$ cat config.mk
export PLATFORM = sky130hd
export DESIGN_NAME = byte_lane_sequencer
export DESIGN_NICKNAME = d
export VERILOG_FILES = /design/src/rtl/mux_pkg.sv /design/src/rtl/byte_lane_sequencer.sv
export SDC_FILE = /design/constraint.sdc
export NUM_CORES = 1
export LEC_CHECK = 0
export CAP_MARGIN = 10
export CORE_MARGIN = 2
export CORE_UTILIZATION = 36
export CTS_CLUSTER_DIAMETER = 120
export DETAILED_ROUTE_END_ITERATION = 8
export GPL_TIMING_DRIVEN = 0
export PLACE_DENSITY = 0.75
export SYNTH_ARGS = -nofsm -noshare
export SYNTH_HDL_FRONTEND = slang
export SYNTH_SLANG_ARGS = --single-unit
$ cat constraint.sdc
create_clock -name clk -period 1.7 [get_ports clk]
set_input_delay 0.17 -clock clk [delete_from_list [all_inputs] [get_ports clk]]
set_output_delay 0.17 -clock clk [all_outputs]
set_load 0.01 [all_outputs]
$ cat src/rtl/mux_pkg.sv
`default_nettype none
// +--------------------------------------------------------------------+
// | mux_pkg: shared state type and lane-order helpers for the sequencer|
// | Revision: 1.0                                                      |
// +--------------------------------------------------------------------+
package mux_pkg;

  typedef enum logic [1:0] {
    IDLE   = 2'd0,
    ACCESS = 2'd1,
    DONE   = 2'd2
  } state_t;

  // Lane index width; a single lane still needs one bit to carry a15.
  function automatic int lane_width(input int lanes);
    return (lanes > 1) ? $clog2(lanes) : 1;
  endfunction

  function automatic int lane_first(input int lanes, input int low_first);
    return (low_first != 0) ? lanes - 1 : 0;
  endfunction

  function automatic int lane_last(input int lanes, input int low_first);
    return (low_first != 0) ? 0 : lanes - 1;
  endfunction

endpackage
`default_nettype wire

$ cat src/rtl/byte_lane_sequencer.sv
`default_nettype none
// +--------------------------------------------------------------------+
// | byte_lane_sequencer: splits a wide CPU cycle into narrow lane      |
// | accesses with wait states, sysrdy stretching and memen abort.      |
// | Revision: 1.0                                                      |
// +--------------------------------------------------------------------+
module byte_lane_sequencer
  import mux_pkg::*;
#(
  parameter int WIDE_WIDTH   = 16,
  parameter int NARROW_WIDTH = 8,
  parameter int WAIT_STATES  = 4,
  parameter int LOW_FIRST    = 1,
  localparam int LANES  = WIDE_WIDTH / NARROW_WIDTH,
  localparam int LANE_W = lane_width(LANES)
) (
  input  logic                    clk,
  input  logic                    reset,
  input  logic                    clk_en,
  input  logic                    start,
  input  logic                    memen,
  input  logic                    dbin,
  input  logic                    sysrdy,
  output logic                    ready,
  output logic                    memen8,
  output logic [0:LANE_W-1]       lane,
  output logic                    a15,
  input  logic [0:NARROW_WIDTH-1] d8,
  output logic [0:NARROW_WIDTH-1] q8,
  input  logic [0:WIDE_WIDTH-1]   q,
  output logic [0:WIDE_WIDTH-1]   d
);

  localparam int CNT_W = (WAIT_STATES > 0) ? $clog2(WAIT_STATES + 1) : 1;
  localparam logic [LANE_W-1:0] FIRST_LANE = LANE_W'(lane_first(LANES, LOW_FIRST));
  localparam logic [LANE_W-1:0] LAST_LANE  = LANE_W'(lane_last(LANES, LOW_FIRST));
  localparam logic [CNT_W-1:0]  CNT_RELOAD = CNT_W'(WAIT_STATES);

  state_t                 r_state;
  logic [CNT_W-1:0]       r_cnt;
  logic [LANE_W-1:0]      r_lane;
  logic [0:WIDE_WIDTH-1]  r_d;
  logic [LANE_W-1:0]      w_next_lane;

  assign w_next_lane = (LOW_FIRST != 0) ? (r_lane - LANE_W'(1)) : (r_lane + LANE_W'(1));

  always_ff @(posedge clk or posedge reset) begin
    if (reset) begin
      r_state <= IDLE;
      r_lane  <= '0;
      r_cnt   <= '0;
      r_d     <= '1;
    end else if (clk_en) begin
      case (r_state)
        IDLE: begin
          if (start) begin
            r_state <= ACCESS;
            r_lane  <= FIRST_LANE;
            r_cnt   <= CNT_RELOAD;
            r_d     <= '1;
          end
        end
        ACCESS: begin
          if (!memen) begin
            r_state <= IDLE;
          end else if (r_cnt != '0) begin
            r_cnt <= r_cnt - CNT_W'(1);
          end else if (sysrdy) begin
            // Lane 0 lands in the most significant field of the word.
            if (dbin) begin
              for (int i = 0; i < LANES; i++) begin
                if (r_lane == LANE_W'(i)) begin
                  r_d[i*NARROW_WIDTH +: NARROW_WIDTH] <= d8;
                end
              end
            end
            if (r_lane == LAST_LANE) begin
              r_state <= DONE;
            end else begin
              r_lane <= w_next_lane;
              r_cnt  <= CNT_RELOAD;
            end
          end
        end
        DONE: begin
          if (!memen) begin
            r_state <= IDLE;
          end
        end
        default: r_state <= IDLE;
      endcase
    end
  end

  always_comb begin
    q8 = q[0 +: NARROW_WIDTH];
    for (int i = 0; i < LANES; i++) begin
      if (r_lane == LANE_W'(i)) begin
        q8 = q[i*NARROW_WIDTH +: NARROW_WIDTH];
      end
    end
  end

  assign ready  = ((r_state == IDLE) && !start) || (r_state == DONE);
  assign memen8 = (r_state == ACCESS);
  assign lane   = r_lane;
  assign a15    = r_lane[0];
  assign d      = r_d;

endmodule
`default_nettype wire

==> results.tsv, run 1 <==
stage	metric	value	unit
layout	seq_cells	22	
cts	clk_latency	0.30	ns
placement	post-dp-hpwl	2220	microns
cts	cts_buffer_depth	2	
die	die_area	3870	sq um
synth	fp_nets	127	
die	tap_cells	46	
timing	slew_violations	0	
synth	simple_gate_share	11.9	%
routing	drt-initial-drc-count	17	
power	p_leak	0.888	nW
die	die_h	62.2	microns
setup_path	cp-end-kind	flop	
routing	first_pass_iters	4	
die	die_width	62.2	microns
synth	synth_async_sr_flop_share	100	%
synth	synthAoiAreaFrac	10.4	%
synth	enable_flop_cells	0	
layout	buffers	72	
setup_path	worstPathCellList	nor2_4 -> ha_4 -> nand4b_1 -> a211oi_4 -> buf_6 -> mux2_4	
cts	clkSlewWorstSetupHoldPaths	0.12	ns
setup_path	crit_slowest_cell	dfrtp_1	
flow_run	warnings	28	
layout	stdcell_area	2100	sq um
setup_path	startpoint	r_cnt[1]	
timing	grt_setup_unrepaired	true	
setup_path	critical_path_class	flop to flop	
routing	num_vias	1028	
flow_run	cap_violations	0	
layout	fill_cells	267	
setup_path	r2r-start	r_cnt[1]	
synth	synth_flops	22	
timing	skew	0.00492	ns
min_path	hp-class	input pin to asynchronous set/reset pin	
timing	hold_viol_final	0	
setup_path	max_stage_delay	0.44	ns
synth	ys_sh_mux	25.1	%
outcome	outcome	finished with violations	
power	vdd_drop_max	0.633	mV
cts	cts_setup_buffers	6	
cts	cts_tree	done	
layout	instances_no_fill	211	
routing	via_per_inst	4.87	
layout	buffer_area_share	34.9	%
synth	synth-cells-yosys	95	
cts	cts_made_buffers	3	
routing	ant_nets	0	
synth	ys_sh_xor	0	%
placement	port_buffers	58	
layout	clockBufferCount	3	
setup_path	critical_path_required	1.95	ns
layout	mi_logic_area	671	sq um
cts	ctsHoldBuffers	0	
synth	yosysWarnings	0	
synth	adder_share	1.03	%
timing	hold_ws	0.317	ns
synth	synthCells	95	
synth	synth_cell_types	32	
power	cellPowerDensity	1590	nW/um^2
synth	synth.comb.largest_family	multiplexers	
cts	h-tree-depth	1	
timing	fmax	578	MHz
global_route	overflow	0	
layout	seq_share	27.2	%
setup_path	crit_buf_inv	1	
die	rows	21	
layout	comb.multi_input.count	63	
placement	pre_cts_ws	-0.287	ns
timing	worst_slew_pin_slew	0.824	ns
placement	routabilityCongestion	0.720	
layout	final_cell_mix	clkdlybuf4s50_1, mux2_4, dfstp_2	
layout	regArea	572	sq um
layout	diodes	0	
cts	post_cts_resized	26	
die	core_area	3280	sq um
layout	clk_share	2.50	%
layout	inverters_excl_clock	4	
setup_path	cp.arrival	1.98	ns
outcome	failed_checks	negative setup slack	
die	fp-utilization	37.1	%
cts	cts_root_buf	clkbuf_4	
timing	timing.final.ws_setup	-0.0303	ns
timing	fin_crit	1.73	ns
synth	ys_seq_share	46.8	%
layout	final_layout_size_suffix_gt1_share	41.8	%
global_route	grt_usage	16.3	%
timing	period_used_share	102	%
global_route	grt_pass1_vias	1056	
global_route	antenna_found_initial	0	
die	design.portCount	59	
layout	top_area_cell_class	buffers	
synth	ff_type	dfstp_2	
synth	syn_area_per_cell	12.8	sq um
setup_path	cp-start-kind	flop	
layout	comb_share	31.9	%
routing	drcViolationCount	0	
routing	finalWirelength	3050	microns
layout	nets	198	
layout	area_growth	72.3	%
placement	placed_area	1860	sq um
cts	cts_num_sinks	22	
routing	wl_per_cell	14.5	microns
global_route	grt_max_degree	23	
placement	placedCellCount	199	
setup_path	cp_top_family	flip-flops	
timing	setup_viol	8	
timing	slew_headroom	45.0	%
run 1: flip-flops by register name, indices dropped and copies added, names as in the netlist:
| register | flops |
|---|---|
| d | 16 |
| a15 | 1 |
| r_cnt | 3 |
| r_state | 2 |
run 1: per-stage QoR:
step / TNS, ns / util, % / power, mW
floorplan: 0 / - / 1.85
global placement: -4.27 / 56.6 / 2.56
detailed placement: -5.89 / 56.6 / 2.62
CTS: -1.30 / 60.9 / 3.14
global route: -1.06 / 64.0 / 3.55
finish: -0.150 / 64.0 / 3.34
run 1: worst paths after layout:
check	to	slack, ns	cells past startpoint
max	d[2]	-0.03	6
min	r_cnt[1]	0.32	2
max reg2reg	d[2]	-0.03	6
min reg2reg	r_cnt[2]	0.54	1
max in group asynchronous	a15	0.83	2
min in group clk	r_cnt[2]	0.54	1
run 1: power breakdown:
group          internal [mW]  switching [mW]
logic                   1.21           0.674
clock network          0.238           0.156
registers              0.904           0.163
run 1: synth_stat cells (2+ instances only):
cell type | n | area share [%]
a211oi_4 | 2 | 3.3
mux2_2 | 25 | 23
buf_2 | 2 | 0.82
buf_6 | 2 | 1.8
nand2_1 | 2 | 0.62
inv_1 | 4 | 1.2
dfstp_2 | 16 | 34
a21oi_1 | 2 | 0.82
dfrtp_1 | 6 | 12
nand2b_1 | 12 | 6.2
run 1: kinds of logic (layout without fill, tap and decap cells):
family,Yosys count,count (layout)
muxes,27,27
DFF,22,22
and+or+nand+nor,22,22
AOI/OAI and AO/OA,13,13
buffers and inverters,10,80
adders and majority gates,1,1
run 1: metal layers:
layer  wire [microns]  global-route usage [%]  up-vias
li1                 -                       -      475
met1             1260                    19.4      500
met2             1570                    28.9       51
met3              198                    3.62        2
met4               27                    5.83        0
met5                0                       0        -
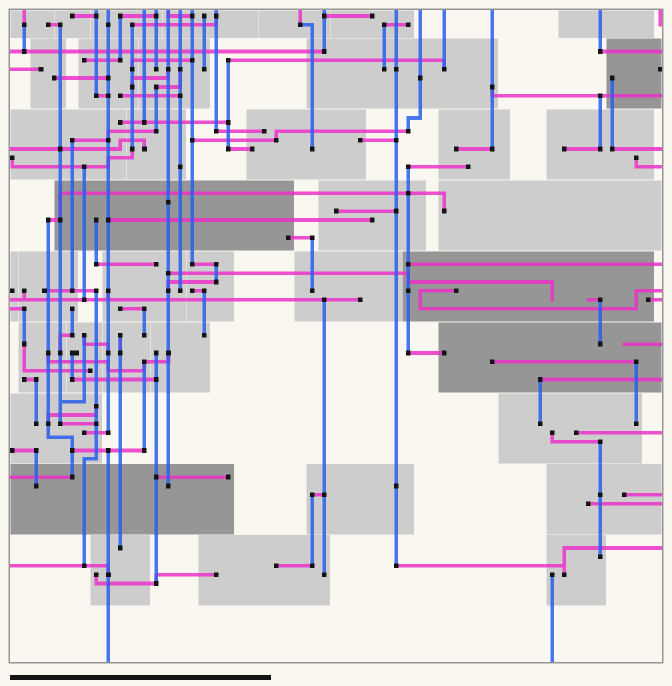
*Close-up of the layout, run 1*
Bar = 10 microns. Window x 19 to 44, y 6 to 31 microns. Cells in gray, sequential cells in the stronger gray; small squares are vias.
[M1] magenta
[M2] blue
sequential cells in the window: 4
cells with their middle in the window: 30
netlist names of flops here include: d (2), r_state (2)
most frequent: nand2b_1 (5), buf_6 (4)

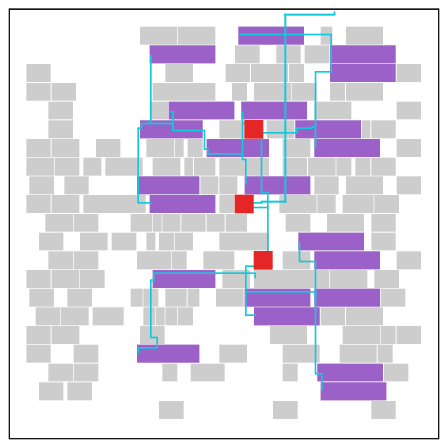
*Clock network drawn from the DEF, run 1*
[clock wires] cyan | length: 244 microns
[flip-flops] purple | count: 22
[clock-net drivers] red | count: 3
routed clock nets: 4

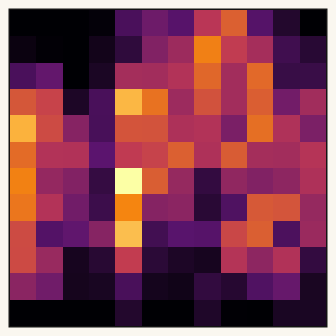
*Wiring heat map, run 1*
The die is cut into 12 by 12 equal tiles; black is low, pale yellow is high, scaled to the fullest tile. Values are wire area over tile area, all layers added.
mean over tiles: 0.13
densest ninth of the die: center
emptiest ninth of the die: upper left

==> run 1 -> run 2 <==
HOLD_SLACK_MARGIN = 0.15   (was not set)
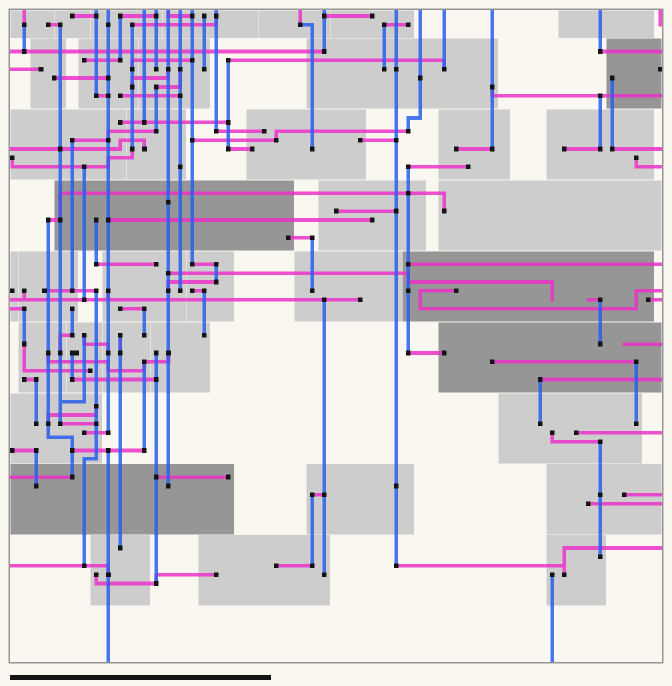
*Close-up of the layout, run 2*
Bar = 10 microns. Window x 19 to 44, y 6 to 31 microns. Cells in gray, sequential cells in the stronger gray; small squares are vias.
[M2] blue
[M1] magenta
cells with their middle in the window: 30
most frequent: nand2b_1 (5), buf_6 (4)
sequential cells in the window: 4
netlist names of flops here include: d (2), r_state (2)

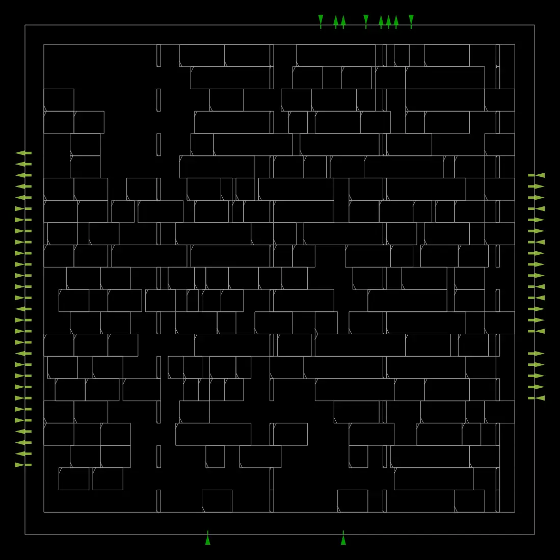
*Placed standard cells, run 2*
Non-Filler Instances: 211
fillcell total: 267

==> results.tsv, run 2 <==
stage	metric	value	unit
layout	mi_logic_area	671	sq um
global_route	grt_pass1_wl	4970	microns
routing	route.met3.wl	198	microns
timing	slew_headroom	45.0	%
timing	timing.final.ws_setup	-0.0303	ns
layout	regArea	572	sq um
timing	period_used_share	102	%
layout	area_growth	72.3	%
synth	ff_type	dfstp_2	
routing	drcViolationCount	0	
synth	fp_nets	127	
cts	cts_root_buf	clkbuf_4	
synth	synth_cell_types	32	
global_route	gr-usage-met2	28.9	%
power	vdd_drop_max	0.633	mV
routing	dr_wl_met2	1570	microns
synth	enable_flop_cells	0	
synth	synth_area_leader_cell	dfstp_2	
synth	synth_async_sr_flop_share	100	%
global_route	busiest_layer	met2	
setup_path	max_stage_delay	0.44	ns
synth	syn-cell-area	1220	sq um
routing	wl_per_cell	14.5	microns
layout	nets	198	
flow_run	cap_violations	0	
synth	ys_top_cells_by_count	mux2_2, dfstp_2, nand2b_1	
global_route	grtUsageMet1	19.4	%
timing	skew	0.00492	ns
synth	synth_flops	22	
die	die_width	62.2	microns
global_route	grt_max_degree	23	
layout	final_cell_mix	clkdlybuf4s50_1, mux2_4, dfstp_2	
global_route	overflow	0	
setup_path	cp.arrival	1.98	ns
layout	diodes	0	
timing	setup_viol	8	
die	die_h	62.2	microns
setup_path	critical_path_class	flop to flop	
routing	ant_nets	0	
die	fp-utilization	37.1	%
global_route	met3_usage	3.62	%
die	rows	21	
global_route	antenna_found_initial	0	
timing	hold_viol_final	0	
synth	most_common_cell	mux2_2	
placement	placed_area	1860	sq um
synth	top_cells_by_area	dfstp_2, mux2_2, dfrtp_1, nand2b_1, a211oi_4	
setup_path	crit_slowest_cell	dfrtp_1	
min_path	hp-class	input pin to asynchronous set/reset pin	
timing	fin_crit	1.73	ns
die	design.portCount	59	
setup_path	crit_buf_inv	1	
routing	num_vias	1028	
timing	fmax	578	MHz
die	core_area	3280	sq um
synth	ys_seq_share	46.8	%
cts	cts_tree	done	
power	cellPowerDensity	1590	nW/um^2
placement	routabilityCongestion	0.720	
synth	synthCells	95	
cts	h-tree-depth	1	
timing	slew_violations	0	
setup_path	timing.critical_path.fanout_max	6	
layout	final_common_cell	clkdlybuf4s50_1	
synth	yosys-stat-area	1220	sq um
routing	first_pass_iters	4	
setup_path	cp-end-kind	flop	
outcome	outcome	finished with violations	
global_route	grt_usage	16.3	%
flow_run	warnings	28	
timing	grt_setup_unrepaired	true	
layout	final_layout_size_suffix_gt1_share	41.8	%
layout	largest_register_ffs	16	
setup_path	cp_top_family	flip-flops	
placement	post-dp-hpwl	2220	microns
cts	cts_buffer_depth	2	
cts	clkSlewWorstSetupHoldPaths	0.12	ns
layout	finish.utilization	64.0	%
synth	top_cell_area_share	34.5	%
timing	worst_slew_pin_slew	0.824	ns
synth	synth-cells-yosys	95	
global_route	grt_pass1_vias	1056	
power	p_leak	0.888	nW
cts	cts_made_buffers	3	
cts	clk_latency	0.30	ns
synth	syn_area_per_cell	12.8	sq um
setup_path	cp-start-kind	flop	
routing	via_per_inst	4.87	
routing	finalWirelength	3050	microns
routing	drt-initial-drc-count	17	
routing	top_layer_used	met4	
routing	drt-met1-wl	1260	microns
placement	port_buffers	58	
outcome	failed_checks	negative setup slack	
power	p_total	3.34	mW
setup_path	critical_path_required	1.95	ns
setup_path	worstPathCellList	nor2_4 -> ha_4 -> nand4b_1 -> a211oi_4 -> buf_6 -> mux2_4	
die	die_area	3870	sq um
layout	stdcell_area	2100	sq um
cts	ctsHoldBuffers	0	
cts	cts_num_sinks	22	
timing	hold_ws	0.317	ns
synth	yosysWarnings	0	
placement	pre_cts_ws	-0.287	ns
==> run 2: worst paths after layout <==
check | from | slack (ns) | cells past startpoint | end
min in group clk | r_cnt[2] | 0.54 | 1 | r_cnt[2]
min reg2reg | r_cnt[2] | 0.54 | 1 | r_cnt[2]
min | reset | 0.32 | 2 | r_cnt[1]
max reg2reg | r_cnt[1] | -0.03 | 6 | d[2]
max in group asynchronous | reset | 0.83 | 2 | a15
max | r_cnt[1] | -0.03 | 6 | d[2]
==> run 2: layout make-up <==
class                           instances  share of cell area (%)
Timing Repair Buffer                   66                    32.0
Multi-Input combinational cell         63                    31.9
Sequential cell                        22                    27.2
Buffer                                  6                    2.92
Tap cell                               46                    2.74
Clock inverter                          1                    1.43
Clock buffer                            3                    1.07
Inverter                                4                   0.714
==> run 2: through the flow <==
stage	instances	setup TNS [ns]
after floorplan	95	0
after global routing	211	-1.06
after CTS	209	-1.30
after detailed placement	199	-5.89
final	211	-0.150
after global placement	199	-4.27
==> run 2: timing repair <==
item,4_1_cts,5_1_grt
setup buffers,6,1
cloned,0,1
pin swaps,5,5
endpoints found under the setup margin,27,29
resized,26,26
==> run 2: power by group <==
part           switching [mW]  internal [mW]
logic                   0.674           1.21
registers               0.163          0.904
clock network           0.156          0.238
==> run 2: kinds of logic (layout without fill, tap and decap cells) <==
| family | Yosys count | after routing | synth area share, % |
|---|---|---|---|
| adder cells (fa/ha/maj) | 1 | 1 | 1.03 |
| multiplexers | 27 | 27 | 25.1 |
| buffers and inverters | 10 | 80 | 4.82 |
| AND-OR/OR-AND | 13 | 13 | 10.4 |
| flip-flops | 22 | 22 | 46.8 |
| AND/OR/NAND/NOR | 22 | 22 | 11.9 |
No activity file was given, so power comes from the tool's default toggle rates.
